Design best_arr_sender, sky130hd; sources not shown.
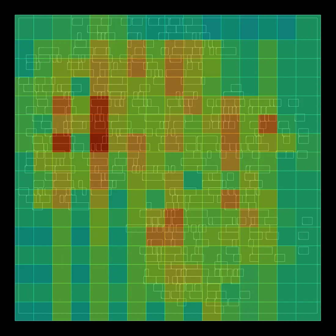
congestion_map.png
met2 Use GR: 17.9%
All-Layer GR Usage: 11.3%
met1 track utilization from global routing: 15.6%
most used routing layer: met2

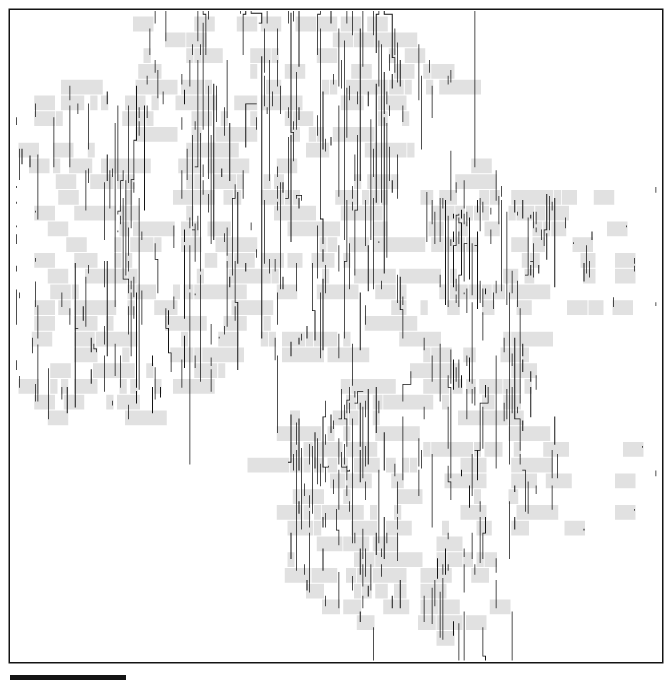
m2.png
The bar under the picture is 20 µm long.
share of all routed wire	45%
wire length on this layer	3060 µm
routed wire length: 6850 µm
Via Count: 2441

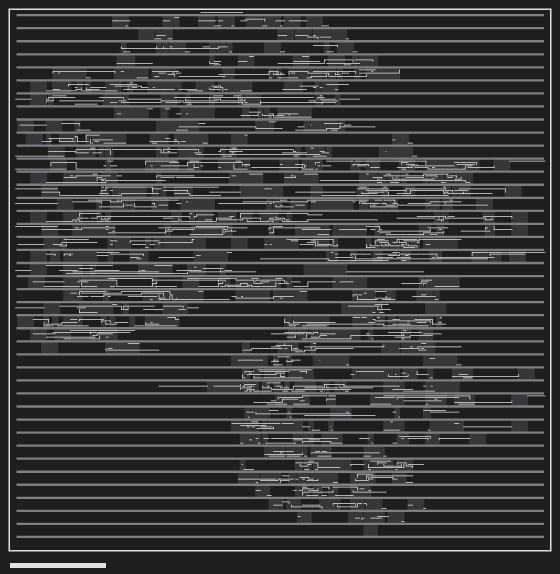
m1.png
The bar under the picture is 20 µm long. Supply wires on this layer in grey.
nets with wire on the layer	416
main direction	horizontal
share of all routed wire	51%
longest straight run	30.4 µm
wire length on this layer	3470 µm

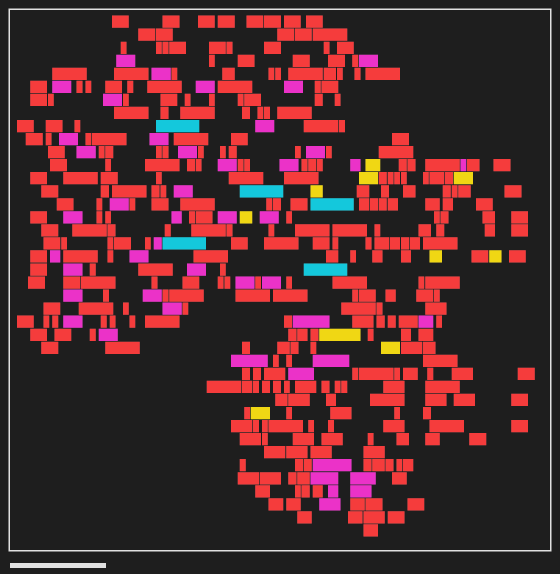
sizing.png
The bar under the picture is 20 µm long.
size	colour	cells	most used
x2	magenta	46	a21boi_2
x1 and smaller	red	339	nand2_1
x6 and larger	cyan	5	clkbuf_16
x3 and x4	yellow	10	buf_4
post-route design area: 3860 µm²
final worst setup slack: 334 ps
count of buffers not belonging to the clock network in the layout: 63
relative area change from synthesis to final layout: 26.2%

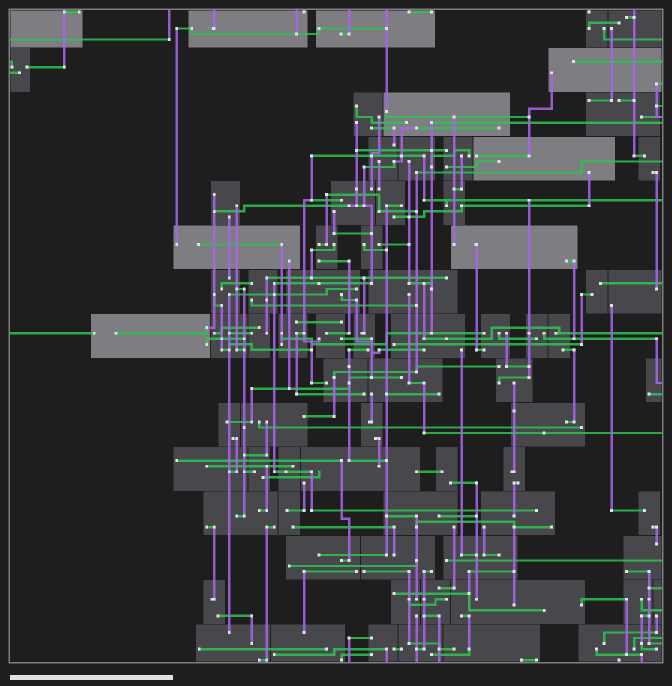
closeup.png
The bar under the picture is 10 µm long. Window x 36 to 76, y 14 to 54 µm. Cells in grey, sequential cells in the stronger grey; small squares are vias.
layer	colour
M1	green
M2	purple
most frequent	ha_1 (15), inv_1 (13), a21oi_1 (9)
cells with their middle in the window	71
sequential cells in the window	9

==> GITHUB_STEP_SUMMARY <==
## Synthesis and layout report

| Metric | Value |
|---|---|
| Run status | `finished, final reports clean` |
| CTS clock-pin slew for the worst setup and hold paths | `around 60 ps` |
| Core box area | `about 12000 µm²` |
| Yosys synthesis chip area | `3060 µm²` |
| Post-CTS Setup Inserts | `0` |
| Synth Area in Simple Gates | `approximately 20%` |
| CTS Hold Bufs | `0` |
| Clock network fraction of design power | `a little under two fifths` |
| Mapped Area | `about 3100 µm²` |
| Antenna violations before repair | `0` |
| RSZ-0062 raised after global routing | `false` |
| Largest net degree at the start of global routing | `39` |
| Detailed-route wire length per cell | `12.5 µm` |
| Tally of clock buffers in the finished layout | `6` |
| Sequential cell area | `948 µm²` |
| Place WS | `305 ps` |
| Worst rel slew slack | `between 40% and 50%` |
| Number of primary I/O pins | `~60` |
| Biggest area cells | `sky130_fd_sc_hd__dfxtp_1 (31%), sky130_fd_sc_hd__a21boi_2 (11%), sky130_fd_sc_hd__nand2_1 (10%)` |
| DRC errors left | `0` |
| Count of library flops with an enable pin | `0` |
| Dominant combinational family | `AND-OR/OR-AND gates` |
| Number of stages on the worst setup path | `9` |
| Fraction of power spent switching nets | `~25%` |
| Slew @ Worst Pin | `763 ps` |
| Peak supply drop | `0.147 mV` |
| Max-cap violations | `0` |
| Power in combinational cells | `roughly 150 µW` |
| Number of warning messages in the logs | `29` |
| Post-synthesis register bit count | `between 40 and 50` |
| Average cell area after synthesis | `a little under 9 µm²` |
| Inserted Diodes | `0` |
| Area fraction in full adders, half adders and majority gates | `between 10% and 20%` |
| Number of levels in the clock H-tree | `2` |
| Final Skew | `around 4.0 ps` |
| Length of routed met3 wiring | `around 270 µm` |
| Clock network latency to the later pin of the worst-skew pair | `about 280 ps` |
| Xor and xnor fraction of the mapped netlist area | `between 3 and 4%` |
| Cell family with most CP delay | `adder cells` |
| Highest metal used | `met4` |
| Top-area cell type share of the netlist area | `30.8%` |
| Port buffer count | `approximately 60` |
| Taps Inserted | `about 150` |
| Number of nets in the final layout | `about 460` |
| Aggregate negative setup slack | `0 ps` |
| Count leader, synth | `sky130_fd_sc_hd__nand2_1` |
| Internal power component | `about 800 µW` |
| Fraction of final layout cells sized beyond drive strength 1 | `between 10% and 20%` |
| Data arrival, critical path | `between 3000 and 4000 ps` |
| Overflow left after global routing | `0` |
| Total of endpoints with negative setup slack in the final report | `0` |
| Inserted Clock Buffers | `5` |
| Clock network share of area | `under 10%` |
| DRT Pass-1 Iters | `4` |
| Cells resized by post-CTS repair | `4` |
| Final core utilization | `32.3%` |
| Sequential area share after synthesis | `a little under a third` |
| Die area | `between 10000 and 15000 µm²` |
| Cell chosen for the clock root | `sky130_fd_sc_hd__clkbuf_16` |
| HPWL reported at the end of detailed placement | `a little under 5000 µm` |
| Top class by area | `logic gates` |
| Maximum net fanout on the critical path | `5` |
| Fraction of the cycle the final worst path needs | `between 90 and 100%` |
| Floorplan die width | `roughly 110 µm` |
| Async set-reset flop share out of synthesis | `0%` |
| Sequential power share | `47.5%` |
| Row cnt | `40` |
Power and IR drop assume default switching activity.
